==> config.mk <==
export PLATFORM = sky130hd
export DESIGN_NAME = sub_32b_seq
export DESIGN_NICKNAME = d
export VERILOG_FILES = /design/src/rtl/sub_32b_seq.sv
export SDC_FILE = /design/constraint.sdc
export NUM_CORES = 1
export LEC_CHECK = 0
export ABC_AREA = 1
export CORE_AREA = 2 2 110 112
export DETAILED_ROUTE_END_ITERATION = 6
export DIE_AREA = 0 0 112 114
export PLACE_DENSITY = 0.75
export SETUP_SLACK_MARGIN = 0.15
export SYNTH_ARGS = -nofsm -noshare
export SYNTH_HDL_FRONTEND = slang
export SYNTH_SLANG_ARGS = --single-unit
==> constraint.sdc <==
create_clock -name clk -period 3.7 [get_ports clk]
set_input_delay 0.74 -clock clk [delete_from_list [all_inputs] [get_ports clk]]
set_output_delay 0.74 -clock clk [all_outputs]
set_load 0.01 [all_outputs]
==> src/rtl/sub_32b_seq.sv <==
`default_nettype none
// ============================================================================
// Module   : sub_32b_seq
// Purpose  : Two-cycle 32-bit subtractor (A - B) built on one 16-bit adder
//            slice, low half then high half, with a start/busy/done handshake.
//            Define SUB_FLAGS_EN to build the borrow/zero/neg/ovf flag logic;
//            without it the flag ports are tied to 0.
// Revision : 1.0 - initial release
// ============================================================================
module sub_32b_seq (
    input  logic        clk,
    input  logic        rst,
    input  logic        start,
    input  logic [31:0] A,
    input  logic [31:0] B,
    output logic [31:0] D,
    output logic        busy,
    output logic        done,
    output logic        borrow,
    output logic        zero,
    output logic        neg,
    output logic        ovf
);

    typedef enum logic [1:0] {
        S_IDLE = 2'd0,
        S_LO   = 2'd1,
        S_HI   = 2'd2,
        S_DONE = 2'd3
    } state_t;

    state_t      r_state;
    logic [31:0] r_a;
    logic [31:0] r_b;
    logic [15:0] r_d_lo;
    logic        r_c;

    logic [15:0] w_a_half;
    logic [15:0] w_b_half;
    logic        w_cin;
    logic [16:0] w_sum;
    logic [31:0] w_d_full;

    // Shared slice: the +1 of two's-complement negation enters as the low carry-in.
    always_comb begin
        w_a_half = r_a[31:16];
        w_b_half = r_b[31:16];
        w_cin    = r_c;
        if (r_state == S_LO) begin
            w_a_half = r_a[15:0];
            w_b_half = r_b[15:0];
            w_cin    = 1'b1;
        end
    end

    assign w_sum    = {1'b0, w_a_half} + {1'b0, ~w_b_half} + {16'd0, w_cin};
    assign w_d_full = {w_sum[15:0], r_d_lo};

    always_ff @(posedge clk) begin
        if (!rst) begin
            r_state <= S_IDLE;
            r_a     <= 32'd0;
            r_b     <= 32'd0;
            r_d_lo  <= 16'd0;
            r_c     <= 1'b0;
            D       <= 32'd0;
            busy    <= 1'b0;
            done    <= 1'b0;
`ifdef SUB_FLAGS_EN
            borrow  <= 1'b0;
            zero    <= 1'b0;
            neg     <= 1'b0;
            ovf     <= 1'b0;
`endif
        end else begin
            case (r_state)
                S_IDLE: begin
                    if (start) begin
                        r_a     <= A;
                        r_b     <= B;
                        busy    <= 1'b1;
                        r_state <= S_LO;
                    end
                end
                S_LO: begin
                    r_d_lo  <= w_sum[15:0];
                    r_c     <= w_sum[16];
                    r_state <= S_HI;
                end
                S_HI: begin
                    D       <= w_d_full;
                    done    <= 1'b1;
`ifdef SUB_FLAGS_EN
                    borrow  <= ~w_sum[16];
                    zero    <= (w_d_full == 32'd0);
                    neg     <= w_d_full[31];
                    ovf     <= (r_a[31] != r_b[31]) && (w_d_full[31] != r_a[31]);
`endif
                    r_state <= S_DONE;
                end
                S_DONE: begin
                    done    <= 1'b0;
                    busy    <= 1'b0;
                    r_state <= S_IDLE;
                end
                default: r_state <= S_IDLE;
            endcase
        end
    end

`ifndef SUB_FLAGS_EN
    assign borrow = 1'b0;
    assign zero   = 1'b0;
    assign neg    = 1'b0;
    assign ovf    = 1'b0;
`endif

endmodule
`default_nettype wire

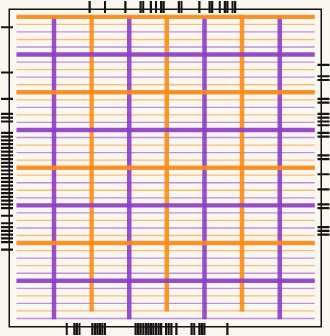
*Floorplan with the power grid*
Pins as bars on the die edge.
VDD: in orange. VSS: in purple.
8 straps on met5. 7 straps on met4. 41 met1 rails follow the rows. 105 signal pins sit on the boundary.
core area: 0.0117 mm^2
horizontal extent of the die: 112 um

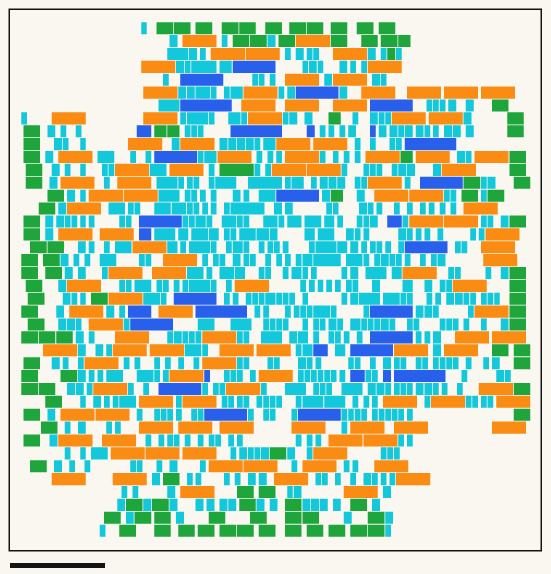
*Placement by cell class*
Scale bar: 20 um.
flip-flops: in orange, cells 117, share of their area 33%. clock drivers and dummy loads: in blue, cells 32, share of their area 9.1%. other buffers and delay cells: in green, cells 107, share of their area 15%. all other logic: in cyan, cells 650, share of their area 43%.
number of cell rows: 40
fraction of area in registers: 32.0%
cell area after layout: 0.00731 mm^2
Final Util: 62.4%

==> PnR_summary.wiki <==
== Run summary ==
{| class="wikitable"
! Metric !! Value
|-
| Share of the clock period used by the worst path || 77.3%
|-
| Status || finished clean
|-
| Highest routing layer actually used || met4
|-
| Quantity of I/O buffers inserted on ports || 100
|-
| Count of TritonRoute iterations in the first routing pass || 5
|-
| Delay-heaviest family, CP || adder cells
|-
| Detailed route wirelength on metal2 || 6.36 mm
|-
| Time the worst path needs with I/O delays and setup || 2.86 ns
|-
| Async set-or-reset flop fraction in the synthesized netlist || 0%
|-
| Sw Ratio || 42.3%
|-
| Final Max Tran Viols || 0
|-
| Leak pwr || 0.00345 uW
|-
| Chip Area || 0.0128 mm^2
|-
| Type of the worst min-delay path || reg2reg
|-
| Final critical-path setup slack || 0.841 ns
|-
| Net switching component of the power || 3270 uW
|-
| Final Hold Violation Tally || 0
|-
| Launching element type of the critical path || flop
|-
| Stage-log warning count || 29
|-
| Max rail drop VDD || 0.000532 V
|-
| Maximum net fanout on the critical path || 24
|-
| Crit path required time || 4.01 ns
|-
| Global-route congestion overflow total || 0
|-
| Worst-case headroom to the max-slew limit || 47.3%
|-
| Number of setup buffers added after CTS || 0
|-
| Dpl ws || 0.901 ns
|-
| Top cell types by occurrence after synthesis || nor2_1 (209), nand2_1 (138), dfxtp_1 (117), o21ai_0 (93), inv_1 (78)
|-
| Sequential cell fraction of total power || 25.6%
|-
| Cell area reported after detailed placement || 0.00666 mm^2
|-
| First-pass GRT wire length || 22.4 mm
|-
| Crit. End Element || flop
|-
| Amount of wire on met3 after detailed routing || 550 um
|-
| Seq/Total Area, Yosys || 41.6%
|-
| Max incr delay on CP || 0.38 ns
|-
| Final instance count without filler cells || 1,053
|-
| Synth Area in XOR/XNOR || 0.755%
|-
| Comb power frac || 51.1%
|-
| Metal-1 WL || 6.32 mm
|-
| Initial antenna violation count || 0
|-
| Least-Margin Pin Slew || 0.790 ns
|-
| Largest buffer count on any clock path || 2
|-
| Multiplexer fraction of the synthesized cell area || 2.84%
|-
| Crit path top cell by count || nand2_1
|-
| Max-area cell share || 41.6%
|-
| Area fraction in and, or, nand and nor cells || 29.4%
|-
| Synthesized netlist cell count || 809
|-
| Count of antenna diodes in the layout || 0
|-
| Fa+ha+maj area frac || 4.93%
|-
| Count of instantiated cells in the yosys netlist || 809
|-
| Cell variety after synth || 35
|-
| Post-synthesis cell type with the largest instance count || nor2_1
|-
| Total negative slack || 0 ns
|-
| Global routing usage summed across all routing layers || 21.9%
|-
| Cell-internal power || 4460 uW
|-
| Weighted congestion reported at the end of routability-driven placement || 0.922
|-
| Setup repair after global routing missed its margin || false
|-
| Dominant kind of combinational cell || simple AND/OR/NAND/NOR gates
|-
| Area of the multi-input gates || 0.00277 mm^2
|-
| Final-report setup violation count || 0
|-
| Starting DRC count in detailed routing || 299
|-
| Cell-by-cell trace of the critical path || inv_1 -> ha_2 -> inv_1 -> buf_4 -> nand2_1 -> nand2_1 -> fa_1 -> inv_1 -> fa_1 -> nand2_1 -> nand2_1 -> nand3b_1 -> nand2_1 -> nand2_1 -> nand3_1 -> nand3_1 -> nand2_1 -> inv_1
|-
| ANT nets after route || 0
|-
| HPWL after DPL || 9.48 mm
|-
| Most area-consuming cells after synthesis || dfxtp_1 (42%), nor2_1 (14%), nand2_1 (9.2%)
|-
| Via count normalized by instance count || 4.91
|-
| # hold bufs at CTS || 0
|-
| Post-cts gate resize count || 0
|-
| Fillcell total || 1,067
|-
| Via count of the first global-routing pass || 4,847
|-
| Power density cells || 1060 mW/mm^2
|-
| Average cell area after synthesis || 6.96 um^2
|-
| Footprint of the flip-flops and latches || 0.00234 mm^2
|-
| Root buf cell || clkbuf_16
|-
| CTS HTree Levels || 4
|-
| Area figure in the yosys stat output || 0.00563 mm^2
|-
| Biggest area consumer among synthesized cells || dfxtp_1
|-
| Cell with the biggest individual delay on the critical path || ha_2
|-
| Maximum number of pins on one net before global-route repair || 94
|-
| Core Density at Floorplan || 48.1%
|-
| Worst Path Arrival || 3.17 ns
|-
| Clk sinks || 117
|-
| Type of the worst setup path || reg2reg
|-
| Clock transition at the register clock pins on the worst setup and hold paths after CTS || 0.05 ns
|-
| Tally of max-capacitance violations || 0
|-
| Post-route DRC || 0
|-
| Ys flop type || dfxtp_1
|-
| Flop and latch count out of synthesis || 117
|-
| CP Buf/Inv Count || 5
|-
| Fin nets || 981
|-
| Number of instances in the placed design || 1,021
|-
| Post-synthesis instance area || 0.00563 mm^2
|-
| Yosys Warn Count || 0
|-
| CTS tree || yes
|-
| Fraction of layout cells with a size suffix above 1 || 7.17%
|-
| Post-synthesis compound-gate area fraction || 10.9%
|-
| Highest clock rate || 0.350 GHz
|-
| P&R area growth vs syn || 29.8%
|-
| Number of buffers inserted during clock tree synthesis || 17
|-
| I/O pins || 105
|-
| EDFF count, synth || 0
|}
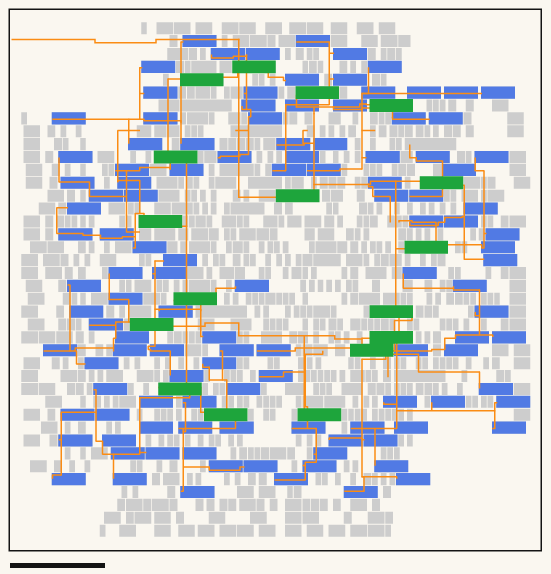
*Clock distribution*
Scale bar: 20 um.
clock wires: in orange, length 1,510 um. cells driving clock nets: in green, count 17. flip-flops: in blue, count 117.
There are 18 routed clock nets. Position of the flops: widely spread.
Clock power frac: 23.3%
Fin Clk Skew: 0.00956 ns
Clock Latency Late Sink: 0.41 ns
power dissipated in the clock network: 1800 uW

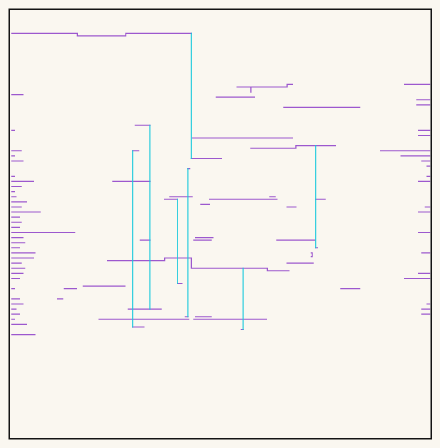
*Wiring by layer*
Two of the layers only.
met4: in cyan, wire length 235 um. met3: in purple, wire length 550 um.
total number of vias: 5,171
routed wire length: 13.5 mm
average routed wire per standard cell: 12.8 um

==> kinds of logic after synthesis <==
| family | Yosys count |
|---|---|
| buffers and inverters | 127 |
| other | 1 |
| flip-flops | 117 |
| AND/OR/NAND/NOR | 405 |
| XOR/XNOR | 4 |
| AND-OR/OR-AND | 118 |
| adder cells (fa/ha/maj) | 21 |
| multiplexers | 16 |
==> flip-flops by register name (all words and copies together), names as in the netlist <==
register and cells:
D 32, r_a 32, busy 1, done 1, r_c 1, r_state 2, r_d_lo 16, r_b 32
==> routing by layer <==
| layer | global-route usage (%) | vias up |
|---|---|---|
| met3 | 4.94 | 18 |
| met1 | 28.2 | 2332 |
| met5 | 0 | - |
| met4 | 7.24 | 0 |
| met2 | 36.6 | 117 |
| li1 | - | 2704 |
==> stage by stage <==
stage / power [uW] / util [%] / hold WS, ns
floorplan: 4830 / - / 0.434
global placement: 5850 / 56.9 / 0.451
detailed placement: 5900 / 56.9 / 0.459
CTS: 7760 / 62.4 / 0.470
global route: 8410 / 62.4 / 0.488
finish: 7730 / 62.4 / 0.468
==> layout by cell type, fill, tap and decap left out, drive strengths merged <==
cell,Yosys,layout
nor2,210,210
nand2,150,150
dfxtp,117,117
clkdlybuf4s50,0,99
o21ai,93,93
inv,81,81
nand3,32,32
clkbuf,25,20
ha,19,19
a21oi,18,18
mux2i,16,16
buf,20,8
clkinv,1,7
o211ai,6,6
nor3,6,6
bufinv,0,5
conb,1,4
or2,2,2
nand4,2,2
xor2,2,2
fa,2,2
xnor2,2,2
a221oi,1,1
nand3b,1,1
and2,1,1
nor4,1,1
clkinvlp,0,1
==> power by group through the flow <==
stage	combinational, uW	sequential, uW	clock (uW)
after floorplan	2820	2010	0
after global placement	3860	1990	0
after detailed placement	3900	2000	0
after CTS	3950	1980	1830
after global routing	4490	2030	1880
final	3950	1980	1800
==> cell type report <==
type                    instances  share of cell area [%]
repair buffers                107                    14.5
clock buffers                  20                    6.11
flip-flops and latches        117                    32.0
inverters                      82                    4.21
multi-input cells             568                    37.9
well taps                     147                    2.52
clock inverters                12                    2.77
==> worst reg2reg max path: cells and delay by family (launching register included) <==
| kind | cells | cell delay (ns) |
|---|---|---|
| flip-flops | 1 | 0.33 |
| adder cells (fa/ha/maj) | 3 | 0.97 |
| buffers and inverters | 5 | 0.59 |
| AND/OR/NAND/NOR | 10 | 0.87 |
==> worst paths after layout <==
kind	start	depth (start not counted)	slack, ns	endpoint
worst min-delay path	r_d_lo[2]$_SDFFE_PN0P_	2	0.47	D[2]$_SDFFE_PN0P_
worst max-delay path	r_state[1]$_SDFFE_PN0P_	18	0.84	D[26]$_SDFFE_PN0P_
worst min register to register	r_d_lo[2]$_SDFFE_PN0P_	2	0.47	D[2]$_SDFFE_PN0P_
worst max register to register	r_state[1]$_SDFFE_PN0P_	18	0.84	D[26]$_SDFFE_PN0P_
No activity file was given, so power comes from the tool's default toggle rates.
